<file path="config.mk">
export PLATFORM = sky130hd
export DESIGN_NAME = uart_rx_deframer
export DESIGN_NICKNAME = d
export VERILOG_FILES = /design/src/rtl/uart_rx_pkg.sv /design/src/rtl/uart_bit_timer.sv /design/src/rtl/uart_rx_deframer.sv
export SDC_FILE = /design/constraint.sdc
export NUM_CORES = 1
export LEC_CHECK = 0
export CAP_MARGIN = 20
export CELL_PAD_IN_SITES_DETAIL_PLACEMENT = 1
export CELL_PAD_IN_SITES_GLOBAL_PLACEMENT = 1
export CORE_UTILIZATION = 34
export CTS_CLUSTER_DIAMETER = 80
export DETAILED_ROUTE_END_ITERATION = 8
export GPL_TIMING_DRIVEN = 0
export PLACE_DENSITY_LB_ADDON = 0.1
export SLEW_MARGIN = 5
export SYNTH_ARGS = -nofsm -noshare
export SYNTH_HDL_FRONTEND = slang
export SYNTH_HIERARCHICAL = 1
export SYNTH_SLANG_ARGS = --single-unit
export TNS_END_PERCENT = 5
</file>
<file path="constraint.sdc">
create_clock -name clk -period 2.9 [get_ports clk]
set_clock_uncertainty 0.15 [all_clocks]
set_input_delay 0.29 -clock clk [delete_from_list [all_inputs] [get_ports clk]]
set_output_delay 0.29 -clock clk [all_outputs]
set_load 0.01 [all_outputs]
</file>
<file path="src/rtl/uart_rx_pkg.sv">
// Shared definitions for the UART receive path: frame FSM states and the
// default frame geometry used by the start-bit, 24-count and deframer blocks.
package uart_rx_pkg;

    localparam int unsigned DEF_OVERSAMPLE = 16;
    localparam int unsigned DEF_DATA_BITS  = 8;

    typedef enum logic [1:0] {
        IDLE   = 2'd0,
        DATA   = 2'd1,
        PARITY = 2'd2,
        STOP   = 2'd3
    } rx_state_e;

endpackage

</file>
<file path="src/rtl/uart_bit_timer.sv">
// Oversample tick counter: counts enabled ticks 0..OVERSAMPLE-1 and flags the
// tick that completes a bit period (the next bit centre).
module uart_bit_timer
    import uart_rx_pkg::*;
#(
    parameter int unsigned OVERSAMPLE = DEF_OVERSAMPLE
) (
    input  logic clk,
    input  logic reset,
    input  logic clear,
    input  logic enable,
    input  logic tick,
    output logic mid_bit
);

    localparam int unsigned   CW   = (OVERSAMPLE > 1) ? $clog2(OVERSAMPLE) : 1;
    localparam logic [CW-1:0] LAST = CW'(OVERSAMPLE - 1);

    logic [CW-1:0] cnt_q, cnt_d;

    // Next count: clear wins, otherwise advance on enabled ticks and wrap at LAST
    always_comb begin
        cnt_d   = cnt_q;
        mid_bit = 1'b0;
        if (clear) begin
            cnt_d = '0;
        end else if (enable && tick) begin
            if (cnt_q == LAST) begin
                cnt_d   = '0;
                mid_bit = 1'b1;
            end else begin
                cnt_d = cnt_q + 1'b1;
            end
        end
    end

    // Counter register
    always_ff @(posedge clk) begin
        if (reset) begin
            cnt_q <= '0;
        end else begin
            cnt_q <= cnt_d;
        end
    end

endmodule

</file>
<file path="src/rtl/uart_rx_deframer.sv">
// UART receive deframer: starting from the centre of data bit 0, samples each
// following bit centre, assembles the data word LSB-first, checks parity and
// stop bit, and reports the byte with valid/error flags and a frame_done pulse.
module uart_rx_deframer
    import uart_rx_pkg::*;
#(
    parameter int unsigned DATA_BITS  = DEF_DATA_BITS,
    parameter int unsigned OVERSAMPLE = DEF_OVERSAMPLE,
    parameter bit          PARITY_EN  = 1'b1,
    parameter bit          PARITY_ODD = 1'b0
) (
    input  logic                 clk,
    input  logic                 reset,
    input  logic                 Rx_sample_ENABLE,
    input  logic                 RxD,
    input  logic                 enable_twentyfour,
    output logic [DATA_BITS-1:0] Rx_DATA,
    output logic                 Rx_VALID,
    output logic                 Rx_PERROR,
    output logic                 Rx_FERROR,
    output logic                 Rx_busy,
    output logic                 frame_done
);

    localparam int unsigned BW = $clog2(DATA_BITS + 3);

    rx_state_e            state_q, state_d;
    logic [DATA_BITS-1:0] shift_q, shift_d;
    logic [BW-1:0]        bit_idx_q, bit_idx_d;
    logic [DATA_BITS-1:0] data_q, data_d;
    logic                 valid_q, valid_d;
    logic                 perror_q, perror_d;
    logic                 ferror_q, ferror_d;
    logic                 busy_q, busy_d;
    logic                 done_q, done_d;
    logic                 mid_bit;
    logic                 last_data;

    // Timer is held at zero while idle, so a tick coincident with the start pulse is not counted
    uart_bit_timer #(
        .OVERSAMPLE(OVERSAMPLE)
    ) u_bit_timer (
        .clk    (clk),
        .reset  (reset),
        .clear  (state_q == IDLE),
        .enable (state_q != IDLE),
        .tick   (Rx_sample_ENABLE),
        .mid_bit(mid_bit)
    );

    assign last_data = (bit_idx_q == BW'(DATA_BITS - 1));

    // State and datapath registers
    always_ff @(posedge clk) begin
        if (reset) begin
            state_q   <= IDLE;
            shift_q   <= '0;
            bit_idx_q <= '0;
            data_q    <= '0;
            valid_q   <= 1'b0;
            perror_q  <= 1'b0;
            ferror_q  <= 1'b0;
            busy_q    <= 1'b0;
            done_q    <= 1'b0;
        end else begin
            state_q   <= state_d;
            shift_q   <= shift_d;
            bit_idx_q <= bit_idx_d;
            data_q    <= data_d;
            valid_q   <= valid_d;
            perror_q  <= perror_d;
            ferror_q  <= ferror_d;
            busy_q    <= busy_d;
            done_q    <= done_d;
        end
    end

    // Next-state: advance one field per bit-centre sample; start pulses outside IDLE are ignored
    always_comb begin
        state_d = state_q;
        unique case (state_q)
            IDLE:    if (enable_twentyfour) state_d = DATA;
            DATA:    if (mid_bit && last_data) state_d = PARITY_EN ? PARITY : STOP;
            PARITY:  if (mid_bit) state_d = STOP;
            STOP:    if (mid_bit) state_d = IDLE;
            default: state_d = IDLE;
        endcase
    end

    // Datapath and flag updates taken at the start pulse and at each bit-centre sample
    always_comb begin
        shift_d   = shift_q;
        bit_idx_d = bit_idx_q;
        data_d    = data_q;
        valid_d   = 1'b0;
        perror_d  = perror_q;
        ferror_d  = ferror_q;
        busy_d    = busy_q;
        done_d    = 1'b0;
        unique case (state_q)
            IDLE: begin
                if (enable_twentyfour) begin
                    shift_d    = '0;
                    shift_d[0] = RxD;
                    bit_idx_d  = BW'(1);
                    perror_d   = 1'b0;
                    ferror_d   = 1'b0;
                    busy_d     = 1'b1;
                end
            end
            DATA: begin
                if (mid_bit) begin
                    for (int unsigned i = 0; i < DATA_BITS; i++) begin
                        if (bit_idx_q == BW'(i)) shift_d[i] = RxD;
                    end
                    bit_idx_d = bit_idx_q + 1'b1;
                end
            end
            PARITY: begin
                if (mid_bit) perror_d = ((^shift_q) ^ RxD) != PARITY_ODD;
            end
            STOP: begin
                if (mid_bit) begin
                    ferror_d = ~RxD;
                    data_d   = shift_q;
                    valid_d  = RxD & ~perror_q;
                    done_d   = 1'b1;
                    busy_d   = 1'b0;
                end
            end
            default: ;
        endcase
    end

    assign Rx_DATA    = data_q;
    assign Rx_VALID   = valid_q;
    assign Rx_PERROR  = perror_q;
    assign Rx_FERROR  = ferror_q;
    assign Rx_busy    = busy_q;
    assign frame_done = done_q;

endmodule

</file>
### Routing congestion, run 1

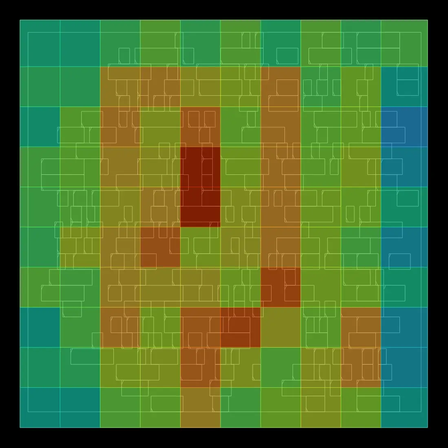
Overall Global Routing Usage: 18.7%
most heavily used metal layer in global routing: met2

### Metal layers overlaid, run 1

Two of the layers only.
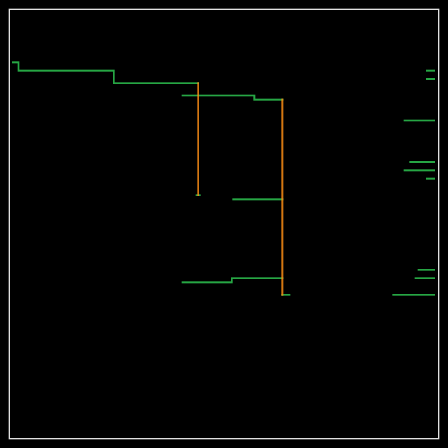
[orange] met4 | wire length: 50.3 um
[green] met3 | wire length: 106 um
routed wire length per instance: 15.6 um
count of vias placed by the detailed router: 1,380
total routed wirelength: 4.07 mm

==> impl_metrics.yaml, run 1 <==
# generated from flow reports
outcome:
  outcome: "complete, no violations"
placed_design:
  post-dp-hpwl_mm: 3.09
worst_hold_path:
  worstHoldPathType: "reg2reg"
  hold_end: "Rx_VALID"
critical_path:
  critical_path_cell_by_cell: "inv_1 -> ha_2 -> buf_2 -> inv_1 -> nand2_1 -> nor3_1 -> clkbuf_4 -> mux2i_4 -> or2_0 -> buf_4 -> o21ai_1 -> a21oi_1"
  reg2reg_from: "state_q[0]"
  startpoint_of_the_worst_setup_timing_path: "state_q[0]"
  critical_path_launch_point_type: "flip-flop"
  setup.reg_to_reg.worst_slack_ns: 0.32
  worst_ep_required_time_ns: 2.90
route:
  firstDrtPassIters: 3
  first_iter_violations: 38
  route.detailed.drc: 0
floorplan:
  die.size.x_um: 70.1
  boundaryPins: 18
  num_rows: 24
layout:
  num_antenna_cells: 0
yosys:
  common_cells: "31 x sky130_fd_sc_hd__dfxtp_1, 28 x sky130_fd_sc_hd__nand2_1, 27 x sky130_fd_sc_hd__a21oi_1, 9 x sky130_fd_sc_hd__ha_1"
  yosys.cell_types.count: 41
final_timing:
  timing.max_slew.rel_slack_pct: 65.2
power_and_ir_drop:
  power.share.switching_pct: 36.1
  design_power_total_mw: 1.48
cts:
  clock_latency_ns: 0.28
global_routing:
  grt_first_pass_wirelength_mm: 7.09
job:
  max_cap_viol_count: 0
### Cell sizes after repair, run 1

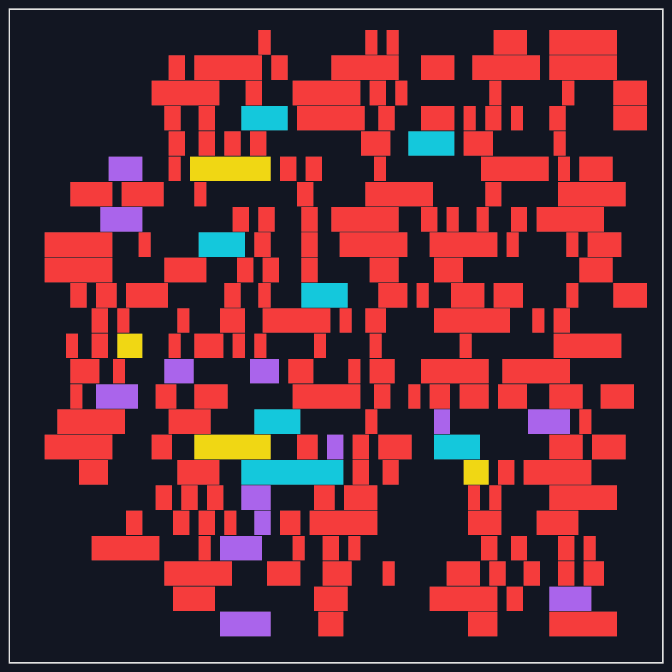
[yellow] drive 3 to 4 | cells: 4
[cyan] drive 6 and up | cells: 7
[purple] drive 2 | cells: 13
[red] drive 1 or less | cells: 184
signed area change from the synthesized netlist to the final layout: 23.6%
Worst Setup Slack, final: 0.315 ns
non-clock buffer total of the final layout: 26
Layout Cell Area excl Fill: 1950 um^2

-- run 1: final cells by class --
cell class | instances | area (um^2)
Multi-Input combinational cell | 136 | 906
Sequential cell | 31 | 621
Tap cell | 52 | 65.1
Fill cell | 529 | 2460
Clock buffer | 6 | 82.6
Buffer | 9 | 43.8
Timing Repair Buffer | 17 | 170
Clock inverter | 2 | 35.0
Inverter | 7 | 26.3
-- run 1: worst max path at each step --
stage / end / slack [ns] / depth (start not counted)
floorplan: bit_idx_q[0] / 0.59 / 12
finish: shift_q[1] / 0.32 / 12
CTS: shift_q[0] / 0.10 / 11
global route: shift_q[5] / 0.1 / 12
detailed placement: bit_idx_q[0] / 0.13 / 12
global placement: shift_q[0] / 0.22 / 11
-- run 1: power by group through the flow --
stage	Combinational, mW	Sequential [mW]	Clock, mW
3_3_place_gp	0.489	0.494	0
6_report	0.549	0.488	0.445
4_1_cts	0.519	0.488	0.459
5_1_grt	0.613	0.494	0.472
3_5_place_dp	0.515	0.498	0
2_1_floorplan	0.384	0.491	0
-- run 1: flip-flops by register name, summed over array words and instances, names as in the netlist --
signal and flops:
bit_idx_q 4, shift_q 8, Rx_busy 1, state_q 2
Rx_FERROR 1, Rx_DATA 8, u_bit_timer/cnt_q 4, Rx_PERROR 1
Rx_VALID 1, frame_done 1
-- run 1: cells by family after synthesis --
kind of cell / count (synthesis) / synth area share (%)
flops: 31 / 39.3
buf+inv: 16 / 4.28
simple gates: 64 / 21.0
compound gates: 49 / 19.0
fa+ha+maj: 9 / 7.14
mux: 4 / 2.78
xor+xnor: 10 / 6.42
-- run 1: routing by layer --
metal / up-vias / wire [um]
li1: 693 / -
met1: 666 / 1860
met2: 15 / 2050
met3: 6 / 106
met4: 0 / 50
met5: - / 0
==> run 2, diff against run 1 <==
- RECOVER_POWER: unset -> 50
### Logic cells by family, run 2

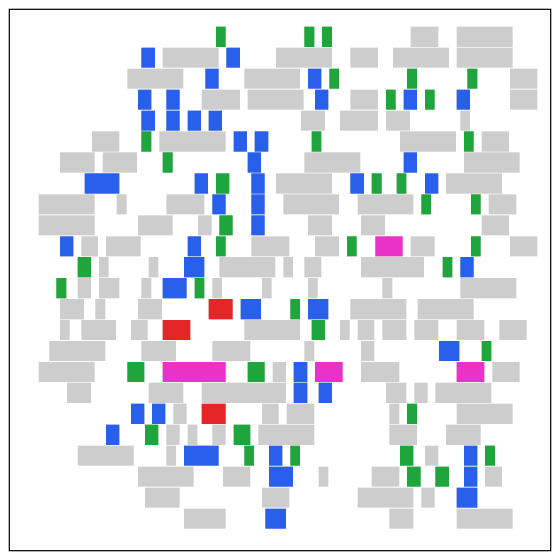
[red] AND-OR and OR-AND gates | cells: 3 | most used: a31o_2
[magenta] multiplexers | cells: 4 | most used: mux2i_1
[blue] inverting AOI/OAI gates | cells: 46 | most used: a21oi_1
[green] NAND gates | cells: 39 | most used: nand2_1
most frequently placed logic cell in the final layout: sky130_fd_sc_hd__dfxtp_1
logic gate fraction of the total cell area: 46.2%
tally of non-filler cells in the final layout: 260

### Metal layers overlaid, run 2

Two of the layers only.
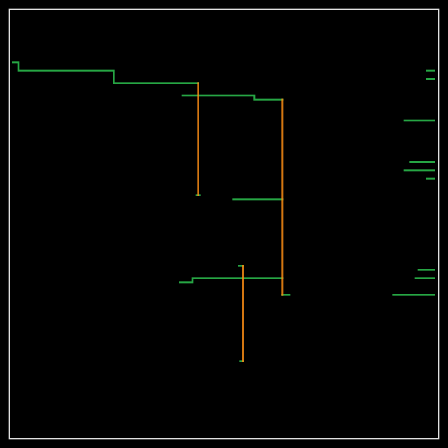
[green] met3 | wire length: 108 um
[orange] met4 | wire length: 66.0 um

==> impl_metrics.yaml, run 2 <==
# generated from flow reports
cts:
  clock_latency_ns: 0.29
placed_design:
  place_ws_ns: 0.132
job:
  max_cap_viol_count: 0
critical_path:
  reg2reg_from: "state_q[0]"
  worst_ep_required_time_ns: 2.90
  cp_top_family: "buffers and inverters"
  critical_path_launch_point_type: "flip-flop"
  worst-path-stages: 12
  critical_path_cell_by_cell: "inv_1 -> ha_2 -> buf_2 -> inv_1 -> nand2_1 -> nor3_1 -> clkbuf_4 -> mux2i_4 -> or2_0 -> buf_4 -> o21ai_1 -> a21oi_1"
  setup.reg_to_reg.worst_slack_ns: 0.32
outcome:
  outcome: "complete, no violations"
global_routing:
  global_route.usage.total_pct: 18.7
  grt_first_pass_wirelength_mm: 7.09
route:
  route.detailed.drc: 0
  routedWlPerCell_um: 15.8
  first_iter_violations: 31
final_timing:
  layout_setup_ws_ns: 0.317
  timing.max_slew.rel_slack_pct: 63.7
worst_hold_path:
  worstHoldPathType: "reg2reg"
  hold_end: "Rx_VALID"
power_and_ir_drop:
  design_power_total_mw: 1.48
yosys:
  syn-mean-instance-area_um2: 8.62
  synthCells: 183
  yosys.cell_types.count: 41
floorplan:
  num_rows: 24
  die.size.x_um: 70.1
  boundaryPins: 18
layout:
  num_antenna_cells: 0
  design_area_um2: 1940
### Cell sizes after repair, run 2

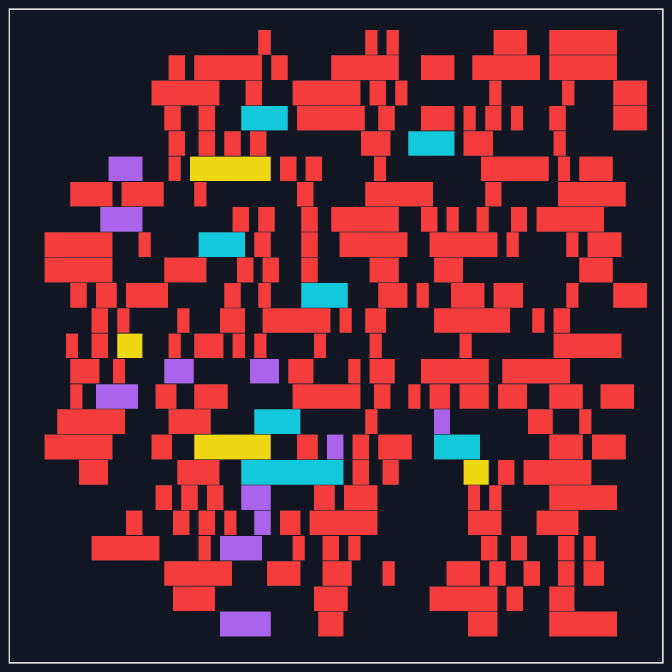
[purple] drive 2 | cells: 11
[yellow] drive 3 to 4 | cells: 4
[red] drive 1 or less | cells: 186
[cyan] drive 6 and up | cells: 7

==> run 2: worst max-delay path by stage <==
stage | from | end
3_5_place_dp | state_q[0] | bit_idx_q[0]
5_1_grt | state_q[0] | shift_q[5]
3_3_place_gp | state_q[0] | shift_q[0]
6_report | state_q[0] | shift_q[1]
2_1_floorplan | state_q[0] | bit_idx_q[0]
4_1_cts | state_q[0] | shift_q[0]
==> run 2: layout make-up <==
cell class / instances / area (um^2)
buffer: 9 / 43.8
clock buffer: 6 / 82.6
clock inverter: 2 / 35.0
fill: 530 / 2470
inverter: 7 / 26.3
multi-input combinational: 136 / 896
sequential: 31 / 621
tap: 52 / 65.1
timing repair buffer: 17 / 170
==> run 2: kinds of logic after synthesis <==
| family | after synthesis | synth area share [%] |
|---|---|---|
| AOI/OAI and AO/OA | 49 | 19.0 |
| xor gates and xnor gates | 10 | 6.42 |
| adders and majority gates | 9 | 7.14 |
| buffers and inverters | 16 | 4.28 |
| DFF | 31 | 39.3 |
| muxes | 4 | 2.78 |
| and+or+nand+nor | 64 | 21.0 |
==> run 2: layer usage <==
layer	vias up	wire, um	track usage [%]
met5	-	0	0
met4	0	65	5.33
met3	8	107	4.76
met2	17	2020	32.7
met1	670	1910	22.4
li1	693	-	-
==> run 2: where the power goes <==
group	internal, mW	switching, mW	leakage (nW)
Combinational	0.209	0.336	0.396
Clock	0.278	0.168	0.0612
Sequential	0.457	0.0312	0.251
==> run 2: what timing repair did <==
action | in CTS | in global routing
endpoints found under the setup margin | 0 | 10
gates resized | 0 | 4
endpoints found under the hold margin | 0 | 0
buffers inserted | 0 | 0
==> run 3, diff against run 2 <==
- HOLD_SLACK_MARGIN: unset -> 0.05
### Where the registers sit, run 3

Scale bar: 20 um.
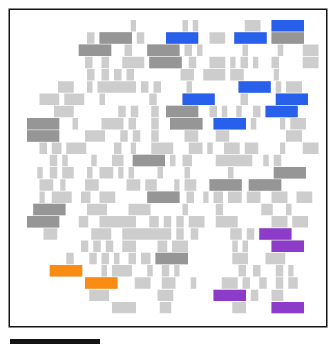
[blue] `Rx_DATA` | placed flops: 8 | where: upper right
[orange] `state_q` | placed flops: 2
[purple] `u_bit_timer/cnt_q` | placed flops: 4 | where: lower right
not coloured: 17
final design utilization: 43.9%
P_seq: 0.488 mW

### Logic cells by family, run 3

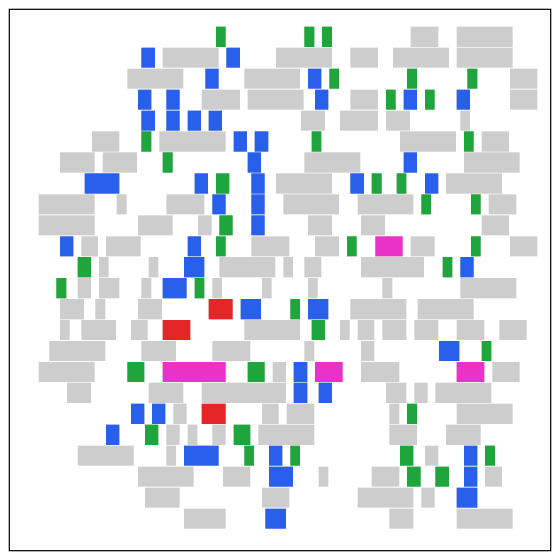
[red] AND-OR and OR-AND gates | cells: 3 | most used: a31o_2
[magenta] multiplexers | cells: 4 | most used: mux2i_1
[green] NAND gates | cells: 39 | most used: nand2_1
[blue] inverting AOI/OAI gates | cells: 46 | most used: a21oi_1

==> impl_metrics.yaml, run 3 <==
# generated from flow reports
cts:
  cts-resized-gates: 0
  cts_post_setup_buffers_inserted: 0
  clock_latency_ns: 0.29
yosys:
  yosys.cell_types.count: 41
  syn-mean-instance-area_um2: 8.62
  yosys-top-cells-area: "sky130_fd_sc_hd__dfxtp_1 39%, sky130_fd_sc_hd__a21oi_1 8.6%, sky130_fd_sc_hd__ha_1 7.1%"
  ys_dominant_reg_cell: "sky130_fd_sc_hd__dfxtp_1"
  simple_gate_share_of_the_synthesized_area_pct: 21.0
  post_synthesis_instance_area_um2: 1580
  top_logic_kind: "simple AND/OR/NAND/NOR gates"
  post_synth_mux_area_share_pct: 2.78
  async_flop_share_pct: 0
  synth_compound_gate_area_share_pct: 19.0
  synthCells: 183
  post_synth_xor_area_fraction_pct: 6.42
  post_synth_fa_ha_maj_area_fraction_pct: 7.14
final_timing:
  timing.max_slew.rel_slack_pct: 63.7
  clock.fmax_ghz: 0.387
floorplan:
  die.size.x_um: 70.1
  boundaryPins: 18
  num_rows: 24
placed_design:
  globalplace.congestion: 0.762
layout:
  lay_top_cells: "31 x sky130_fd_sc_hd__dfxtp_1, 28 x sky130_fd_sc_hd__nand2_1, 27 x sky130_fd_sc_hd__a21oi_1"
  layout_top_cell_excl_fill_tap: "sky130_fd_sc_hd__dfxtp_1"
  tally_of_non_filler_cells_in_the_final_layout: 260
  comb_area_um2: 896
  final.fill_count: 530
  num_antenna_cells: 0
  area_growth_syn_to_layout_pct: 22.9
  seq_area_um2: 621
  layout.nets: 221
  layout-drive-gt1-share_pct: 10.6
critical_path:
  cp_top_family: "buffers and inverters"
  critical_path_cell_by_cell: "inv_1 -> ha_2 -> buf_2 -> inv_1 -> nand2_1 -> nor3_1 -> clkbuf_4 -> mux2i_4 -> or2_0 -> buf_4 -> o21ai_1 -> a21oi_1"
  sum_of_buffers_and_inverters_on_the_critical_path: 5
  worst_ep_required_time_ns: 2.90
  critical_path_launch_point_type: "flip-flop"
power_and_ir_drop:
  design_power_total_mw: 1.48
  total_leakage_power_nw: 0.708
global_routing:
  grt_start_max_net_pins: 11
  gr-max-usage-layer: "met2"
  global_route.usage.total_pct: 18.7
  grt_first_pass_wirelength_mm: 7.09
outcome:
  outcome: "complete, no violations"
worst_hold_path:
  worstHoldPathType: "reg2reg"
route:
  route.detailed.drc: 0
  first_iter_violations: 31
job:
  max_cap_viol_count: 0
### Routing congestion, run 3

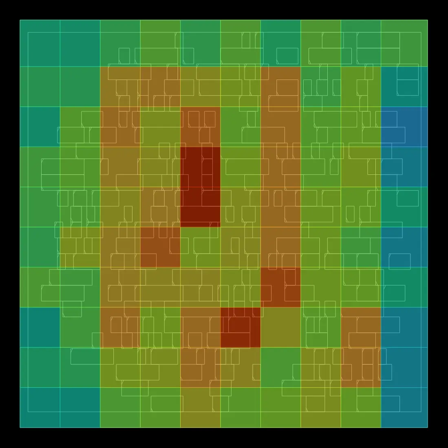
fraction of met1 tracks used by global routing: 22.4%
met2 routing resource usage after global routing: 32.7%
GR Util met3: 4.76%
routed wire length per instance: 15.8 um

[run 3: cell counts after synthesis]
No cell type changed its count.
[run 3: routing by layer]
metal	up-vias	wire [um]
met4	0	65
li1	693	-
met3	8	107
met2	17	2020
met5	-	0
met1	670	1910
[run 3: per-stage QoR]
step / setup slack (ns) / area (um^2)
CTS: 0.102 / 1930
global route: 0.108 / 1940
detailed placement: 0.132 / 1810
global placement: 0.216 / 1810
finish: 0.317 / 1940
floorplan: 0.593 / 1580
[run 3: area by class of cell]
type,instances,area share (%)
timing repair buffer,17,8.77
inverter,7,1.35
clock buffer,6,4.26
tap,52,3.35
buffer,9,2.26
multi-input combinational,136,46.2
sequential,31,32.0
clock inverter,2,1.81
[run 3: kinds of logic after synthesis]
family	Yosys count
fa+ha+maj	9
flops	31
xor+xnor	10
mux	4
compound gates	49
simple gates	64
buf+inv	16
[run 3: where the power goes]
group	leakage (nW)	total [mW]	switching (mW)	internal, mW
Clock	0.0612	0.446	0.168	0.278
Combinational	0.396	0.544	0.336	0.209
Sequential	0.251	0.488	0.0312	0.457
[run 3: worst paths after layout]
kind                            startpoint          to  slack [ns]  cells past startpoint
worst max register to register  state_q[0]  shift_q[1]        0.32                     12
worst min register to register   Rx_PERROR    Rx_VALID        0.30                      1
worst max-delay path            state_q[0]  shift_q[1]        0.32                     12
worst min-delay path             Rx_PERROR    Rx_VALID        0.30                      1
No activity file was given, so power comes from the tool's default toggle rates.
